<file path="config.mk">
export PLATFORM = sky130hd
export DESIGN_NAME = dcache_arbiter
export DESIGN_NICKNAME = d
export VERILOG_FILES = /design/src/rtl/dcache_arbiter.sv
export SDC_FILE = /design/constraint.sdc
export NUM_CORES = 1
export LEC_CHECK = 0
export CAP_MARGIN = 25
export CORE_ASPECT_RATIO = 0.75
export CORE_MARGIN = 10
export CORE_UTILIZATION = 36
export CTS_CLUSTER_DIAMETER = 200
export DETAILED_ROUTE_END_ITERATION = 12
export PLACE_DENSITY = 0.76
export SLEW_MARGIN = 20
export SYNTH_ARGS = -nofsm -noshare
export SYNTH_HDL_FRONTEND = slang
export SYNTH_SLANG_ARGS = --single-unit
</file>
<file path="constraint.sdc">
create_clock -name clk -period 1.7 [get_ports clk]
set_clock_uncertainty 0.05 [all_clocks]
set_input_delay 0.34 -clock clk [delete_from_list [all_inputs] [get_ports clk]]
set_output_delay 0.34 -clock clk [all_outputs]
set_load 0.02 [all_outputs]
</file>
<file path="src/rtl/dcache_arbiter.sv">
// rtl/dcache_arbiter.sv - load/store arbiter and sequencer for the single-ported data cache
module dcache_arbiter #(
  parameter int W_DATA     = 32,
  parameter int W_TAG      = 6,
  parameter int STARVE_MAX = 4
) (
  input  logic              clk,
  input  logic              reset,
  input  logic              ld_req,
  input  logic [31:0]       ld_addr,
  input  logic [W_TAG-1:0]  ld_tag,
  output logic              ld_ack,
  input  logic              st_req,
  input  logic [31:0]       st_addr,
  input  logic [W_DATA-1:0] st_data,
  output logic              st_ack,
  input  logic              flush,
  output logic              dc_valid,
  output logic              dc_opcode,
  output logic [31:0]       dc_address,
  output logic [W_DATA-1:0] dc_data,
  input  logic [W_DATA-1:0] dc_rdata,
  input  logic              dc_done,
  output logic              cdb_valid,
  output logic [W_DATA-1:0] cdb_data,
  output logic [W_TAG-1:0]  cdb_tag,
  input  logic              cdb_grant,
  output logic              busy
);

  typedef enum logic [1:0] {IDLE, ACCESS, RESP} state_t;

  localparam logic [3:0] STARVE_LIM = 4'(STARVE_MAX);

  state_t              state_q, state_d;
  logic [3:0]          starve_cnt_q, starve_cnt_d;
  logic                kill_q, kill_d;
  logic                is_st_q, is_st_d;
  logic [W_TAG-1:0]    tag_q, tag_d;
  logic                ld_ack_q, ld_ack_d;
  logic                st_ack_q, st_ack_d;
  logic                dc_valid_q, dc_valid_d;
  logic                dc_opcode_q, dc_opcode_d;
  logic [31:0]         dc_address_q, dc_address_d;
  logic [W_DATA-1:0]   dc_data_q, dc_data_d;
  logic                cdb_valid_q, cdb_valid_d;
  logic [W_DATA-1:0]   cdb_data_q, cdb_data_d;
  logic [W_TAG-1:0]    cdb_tag_q, cdb_tag_d;
  logic                busy_q, busy_d;

  // A flushed load is invisible to arbitration for that cycle; stores still compete.
  logic ld_ok;
  logic grant_st;
  logic grant_ld;
  assign ld_ok    = ld_req && !flush;
  assign grant_st = st_req && (!ld_ok || (starve_cnt_q == STARVE_LIM));
  assign grant_ld = ld_ok && !grant_st;

  always_comb begin
    state_d      = state_q;
    starve_cnt_d = starve_cnt_q;
    kill_d       = kill_q;
    is_st_d      = is_st_q;
    tag_d        = tag_q;
    ld_ack_d     = 1'b0;
    st_ack_d     = 1'b0;
    dc_valid_d   = dc_valid_q;
    dc_opcode_d  = dc_opcode_q;
    dc_address_d = dc_address_q;
    dc_data_d    = dc_data_q;
    cdb_valid_d  = cdb_valid_q;
    cdb_data_d   = cdb_data_q;
    cdb_tag_d    = cdb_tag_q;

    case (state_q)
      IDLE: begin
        kill_d = 1'b0;
        if (grant_st) begin
          state_d      = ACCESS;
          starve_cnt_d = 4'd0;
          is_st_d      = 1'b1;
          st_ack_d     = 1'b1;
          dc_valid_d   = 1'b1;
          dc_opcode_d  = 1'b1;
          dc_address_d = st_addr;
          dc_data_d    = st_data;
        end else if (grant_ld) begin
          state_d      = ACCESS;
          is_st_d      = 1'b0;
          ld_ack_d     = 1'b1;
          dc_valid_d   = 1'b1;
          dc_opcode_d  = 1'b0;
          dc_address_d = ld_addr;
          tag_d        = ld_tag;
          if (st_req && (starve_cnt_q < STARVE_LIM)) begin
            starve_cnt_d = starve_cnt_q + 4'd1;
          end
        end
      end

      ACCESS: begin
        if (dc_done) begin
          dc_valid_d = 1'b0;
          // A flush arriving together with dc_done still kills the load.
          if (is_st_q || kill_q || flush) begin
            state_d = IDLE;
            kill_d  = 1'b0;
          end else begin
            state_d     = RESP;
            cdb_valid_d = 1'b1;
            cdb_data_d  = dc_rdata;
            cdb_tag_d   = tag_q;
          end
        end else if (!is_st_q && flush) begin
          kill_d = 1'b1;
        end
      end

      RESP: begin
        if (flush || cdb_grant) begin
          state_d     = IDLE;
          cdb_valid_d = 1'b0;
        end
      end

      default: begin
        state_d     = IDLE;
        dc_valid_d  = 1'b0;
        cdb_valid_d = 1'b0;
      end
    endcase

    busy_d = (state_d != IDLE);
  end

  always_ff @(posedge clk or negedge reset) begin
    if (!reset) begin
      state_q      <= IDLE;
      starve_cnt_q <= 4'd0;
      kill_q       <= 1'b0;
      is_st_q      <= 1'b0;
      tag_q        <= '0;
      ld_ack_q     <= 1'b0;
      st_ack_q     <= 1'b0;
      dc_valid_q   <= 1'b0;
      dc_opcode_q  <= 1'b0;
      dc_address_q <= '0;
      dc_data_q    <= '0;
      cdb_valid_q  <= 1'b0;
      cdb_data_q   <= '0;
      cdb_tag_q    <= '0;
      busy_q       <= 1'b0;
    end else begin
      state_q      <= state_d;
      starve_cnt_q <= starve_cnt_d;
      kill_q       <= kill_d;
      is_st_q      <= is_st_d;
      tag_q        <= tag_d;
      ld_ack_q     <= ld_ack_d;
      st_ack_q     <= st_ack_d;
      dc_valid_q   <= dc_valid_d;
      dc_opcode_q  <= dc_opcode_d;
      dc_address_q <= dc_address_d;
      dc_data_q    <= dc_data_d;
      cdb_valid_q  <= cdb_valid_d;
      cdb_data_q   <= cdb_data_d;
      cdb_tag_q    <= cdb_tag_d;
      busy_q       <= busy_d;
    end
  end

  assign ld_ack     = ld_ack_q;
  assign st_ack     = st_ack_q;
  assign dc_valid   = dc_valid_q;
  assign dc_opcode  = dc_opcode_q;
  assign dc_address = dc_address_q;
  assign dc_data    = dc_data_q;
  assign cdb_valid  = cdb_valid_q;
  assign cdb_data   = cdb_data_q;
  assign cdb_tag    = cdb_tag_q;
  assign busy       = busy_q;

endmodule

</file>
run_1/route_heat.png
(2 px per um) The die is cut into 31 by 24 equal tiles; white is low, dark blue is high, scaled to the fullest tile. Values are wire area over tile area, all layers added.
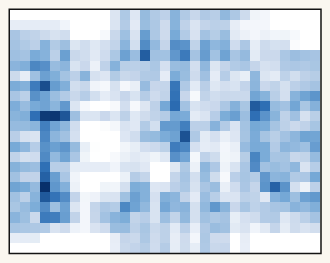
The fullest tile reaches 0.50. The mean over all tiles is 0.14. 12% of the tiles are nearly empty.
aggregate global-route resource usage: 16.9%
Routed WL per cell: 19.1 um

run_1/port_trees.png
(3 px per um)
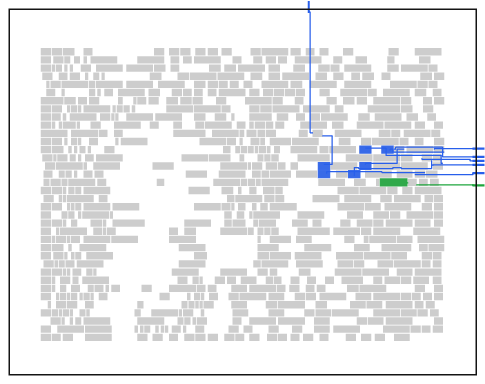
Green is `ld_ack`, bits 1, direction output, end cells 1, wire 19.9 um. Blue is `ld_tag`, bits 6, direction input, end cells 6, wire 288 um.
I/O pin count: 249
number of I/O port buffers: 248

run_1/clock_wires.png
(3 px per um)
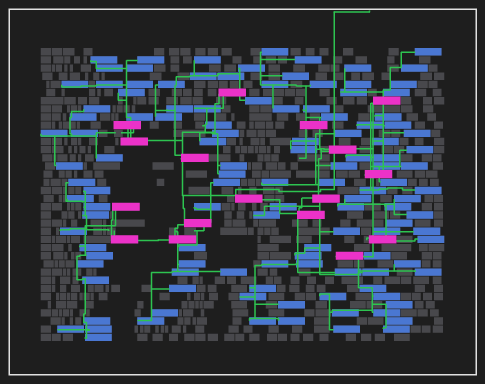
Green is clock wires, length 1,630 um. Blue is flip-flops, count 121. Magenta is clock-net drivers, count 17.
Position of the flops: widely spread.
clock share of power: 25.0%
Clk power: 3.94 mW
clk_lat worst skew: 410 ps

==> impl_metrics.csv, run 1 <==
group,metric,value,unit
synth,synth.avg_cell_area,12.7,sq um
cts,cts_root_buf,"clkbuf_16",
cts,numCtsBuffers,17,
synth,synthCells,389,
global_route,antenna_found_initial,0,
timing,rsz0062_at_grt,"yes",
critical_path,cp.depth,7,
critical_path,crit_chain,"clkdlybuf4s50_1, nand2b_1, nor2_4, nor2_8, buf_12, buf_12, mux2_4",
critical_path,r2r-end,"dc_data[7]",
critical_path,endpoint_kind,"flip-flop",
synth,edf_count,0,
floorplan,die_y,121,um
placed_design,pre_cts_ws,-428,ps
timing,finalMaxSlewViolations,0,
critical_path,r2r_slack,-70,ps
pwr,total_power,15.7,mW
cts,cts_num_sinks,121,
synth,synth_cell_types,30,
synth,ys_ff,121,
timing,slew-limit-headroom,73.6,%
outcome,outcome,"finished, violations left",
synth,yosys_cells,389,
placed_design,routabilityCongestion,0.833,
synth,postSynth.asyncResetShare,100,%
timing,finalHoldViolCount,0,
floorplan,chipWidth,155,um
synth,simple_gate_share,10.2,%
hold_path,worst_hold_path_type,"in -> async",
critical_path,required,1940,ps
floorplan,die-area,0.0188,sq mm
cells_and_area,syn_to_final_growth,77.3,%
critical_path,reg2reg_from,"starve_cnt_q[0]",
critical_path,crit_path_max_incr_delay,580,ps
outcome,violations,"negative setup slack",
timing,period_needed,1790,ps
global_route,grtUsageMet2,28.1,%
cells_and_area,fin_area,0.00874,sq mm
synth,synthTopCellsByCount,"dfrtp_1 (121), nand2_1 (67), mux2_2 (45), nor2_1 (36), a31oi_1 (33)",
timing,setup_violations,24,
global_route,grtUsageMet1,18.7,%
timing,setup_ws,-87.6,ps
cts,ctsHoldBuffers,1,
[run 1: power by group]
| group | leakage, nW | internal [mW] | total (mW) | switching, mW |
|---|---|---|---|---|
| Combinational | 2.23 | 3.24 | 6.77 | 3.53 |
| Sequential | 1.43 | 4.28 | 5.04 | 0.759 |
| Clock | 0.319 | 2.61 | 3.94 | 1.33 |
[run 1: layout make-up]
type	count	area, sq um
tap	171	214
inverter	5	18.8
sequential	121	3030
multi-input combinational	243	1950
timing repair buffer	290	2880
fill	1026	4450
clock inverter	14	224
clock buffer	17	425
[run 1: per-layer routing]
| layer | share of wire, % | up-vias | wire [um] |
|---|---|---|---|
| li1 | - | 1917 | - |
| met1 | 39 | 1990 | 6460 |
| met2 | 50 | 176 | 8250 |
| met3 | 9.1 | 19 | 1500 |
| met4 | 1.4 | 0 | 232 |
| met5 | 0 | - | 0 |
[run 1: stage by stage]
step,setup TNS [ps],hold slack [ps]
after floorplan,0,-5.59
after global placement,-30030,226
after detailed placement,-32320,238
after CTS,-2230,334
after global routing,-3320,354
final,-1360,346
[run 1: cell usage in the layout (no fill, tap or decap), drive strengths merged, types with 2 or more instances in the layout]
master         netlist  final
bufinv               0      5
nor2b                3      3
clkdlybuf4s50        0    139
nand2b               2      2
a31oi               33     33
nor2                37     37
nor3                 2      2
buf                 11     40
a21oi                2      2
dfrtp              121    121
nand2               67     67
mux2                77     77
nand3                3      3
nor4                 2      2
o21a                 2      2
dlygate4sd2          0    108
o21ai                4      4
inv                  5      6
ha                   2      2
clkbuf               9     19
clkinv               0      8
[run 1: worst register-to-register path, cell delays in order, from the launching register on]
cell     delay, ps
dfrtp_1        380
inv_2           80
ha_4           130
and3b_2        250
nor2_4          70
nor2_8         150
buf_12         140
buf_12         130
mux2_4         300
==> inputs of run 2 (changes only) <==
--- a/config.mk
+++ b/config.mk
@@ -11,6 +11,7 @@
 export CORE_UTILIZATION = 36
 export CTS_CLUSTER_DIAMETER = 200
 export DETAILED_ROUTE_END_ITERATION = 12
+export GPL_ROUTABILITY_DRIVEN = 0
 export PLACE_DENSITY = 0.76
 export SLEW_MARGIN = 20
 export SYNTH_ARGS = -nofsm -noshare
run_2/gates.png
(2 px per um)
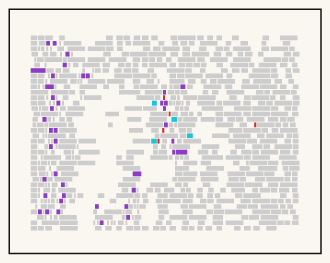
Purple is aoi and oai cells, cells 41, most used a31oi_1. Cyan is non-inverting ao/oa cells, cells 4, most used o21a_2, where center. Red is inv cells, cells 5, most used inv_1, where center.
Comb/total area: 22.3%
Commonest Layout Cell: clkdlybuf4s50_1
Non-Filler Instances: 861

run_2/port_trees.png
(3 px per um)
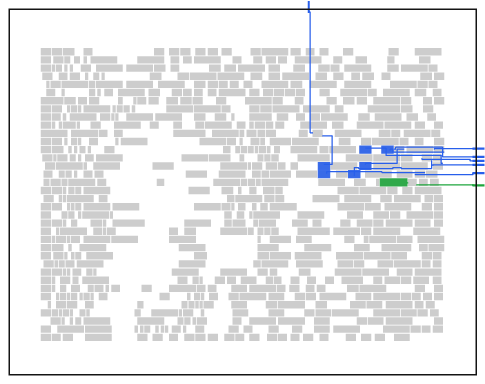
Blue is `ld_tag`, bits 6, direction input, end cells 6, wire 288 um. Green is `ld_ack`, bits 1, direction output, end cells 1, wire 19.9 um.

==> impl_metrics.csv, run 2 <==
group,metric,value,unit
synth,edf_count,0,
critical_path,path_common_cell,"buf_12",
pwr,p_seq,5.04,mW
critical_path,crit_path_max_incr_delay,580,ps
cells_and_area,lay_top_cells,"clkdlybuf4s50_1 (139), dfrtp_1 (121), dlygate4sd2_1 (108), nand2_1 (48), mux2_2 (45)",
synth,synthCells,389,
floorplan,core,0.0132,sq mm
critical_path,crit_chain,"clkdlybuf4s50_1, nand2b_1, nor2_4, nor2_8, buf_12, buf_12, mux2_4",
cts,cts_tree,"built",
floorplan,rows,36,
pwr,total_power,15.7,mW
pwr,clock_power,3.94,mW
outcome,outcome,"finished, violations left",
pwr,power.share.clock,25.0,%
critical_path,endpoint_kind,"flip-flop",
routing,drtIter0Drc,169,
floorplan,die_y,121,um
pwr,switching_share,35.7,%
pwr,power.internal,10.1,mW
synth,postSynth.asyncResetShare,100,%
timing,setup_ws,-87.6,ps
floorplan,die-area,0.0188,sq mm
cells_and_area,syn_to_final_growth,77.3,%
timing,finalHoldViolCount,0,
cts,numCtsBuffers,17,
global_route,antenna_found_initial,0,
outcome,violations,"negative setup slack",
global_route,grt_util_all_layers,16.9,%
placed_design,pre_cts_ws,-428,ps
cts,cts_num_sinks,121,
critical_path,r2r_slack,-70,ps
global_route,grt_max_degree,53,
timing,whs,346,ps
pwr,p_sw,5.62,mW
cells_and_area,drive_above_1_share,27.1,%
critical_path,required,1940,ps
timing,setup_violations,24,
cts,cts_root_buf,"clkbuf_16",
hold_path,worst_hold_path_type,"in -> async",
pwr,pwr-share-comb,43.0,%
synth,synthTopCellsByCount,"dfrtp_1 (121), nand2_1 (67), mux2_2 (45), nor2_1 (36), a31oi_1 (33)",
floorplan,ioPinCount,249,
pwr,p_seq_share,32.0,%
cts,clkLatencyLatePin,410,ps
critical_path,cp.arrival,2030,ps
pwr,top_power_group,"combinational logic",
critical_path,reg2reg_from,"starve_cnt_q[0]",
synth,ys_ff,121,
synth,flop_cell,"dfrtp_1",
synth,yosys_cells,389,
run,cap_violations,0,
timing,finalMaxSlewViolations,0,
timing,period_needed,1790,ps
placed_design,numPortBuffers,248,
routing,wl_per_cell,19.1,um
pwr,comb_cell_power,6.77,mW
floorplan,chipWidth,155,um
synth,synth.avg_cell_area,12.7,sq um
timing,rsz0062_at_grt,"yes",
timing,slew-limit-headroom,73.6,%
## run 2: repair_timing
item / 4_1_cts / 5_1_grt
gates cloned: 1 / 3
endpoints found under the hold margin: 20 / 0
setup buffers: 6 / 4
endpoints found under the setup margin: 202 / 109
hold buffers: 1 / 0
pin swaps: 3 / 34
resized: 124 / 34
## run 2: kinds of logic (layout without fill, tap and decap cells)
family	after synthesis	in the layout	share of synthesized area (%)
DFF	121	121	61.4
and+or+nand+nor	119	119	10.2
muxes	77	77	19.6
AOI/OAI and AO/OA	45	45	5.79
buffers and inverters	25	326	2.49
adders and majority gates	2	2	0.507
## run 2: how the worst max path moves through the flow
stage                          from     endpoint  slack (ps)  cells past startpoint
floorplan                state_q[1]  dc_data[10]           5                      4
global placement             st_req   dc_data[1]        -400                      5
detailed placement           st_req   dc_data[1]        -430                      5
CTS                 starve_cnt_q[0]  dc_data[13]        -100                      7
global route        starve_cnt_q[0]   dc_data[5]        -130                      8
finish                        flush   dc_data[7]         -90                      7
## run 2: area by class of cell
type / count / area (sq um)
Clock buffer: 17 / 425
Tap cell: 171 / 214
Sequential cell: 121 / 3030
Timing Repair Buffer: 290 / 2880
Clock inverter: 14 / 224
Multi-Input combinational cell: 243 / 1950
Inverter: 5 / 18.8
Fill cell: 1026 / 4450
## run 2: stage by stage
stage                     utilization, %  TNS (ps)  area, sq um
after detailed placement            59.4    -32320         7840
after floorplan                        -         0         4930
after global placement              59.4    -30030         7840
after global routing                66.2     -3320         8740
final                               66.2     -1360         8740
after CTS                           64.4     -2230         8510
## run 2: per-layer routing
metal	global-route usage, %	part of all wire (%)	up-vias
met5	0	0	-
met2	28.1	50	176
met1	18.7	39	1990
met3	7.79	9.1	19
li1	-	-	1917
met4	6.07	1.4	0
No activity file was given, so power comes from the tool's default toggle rates.
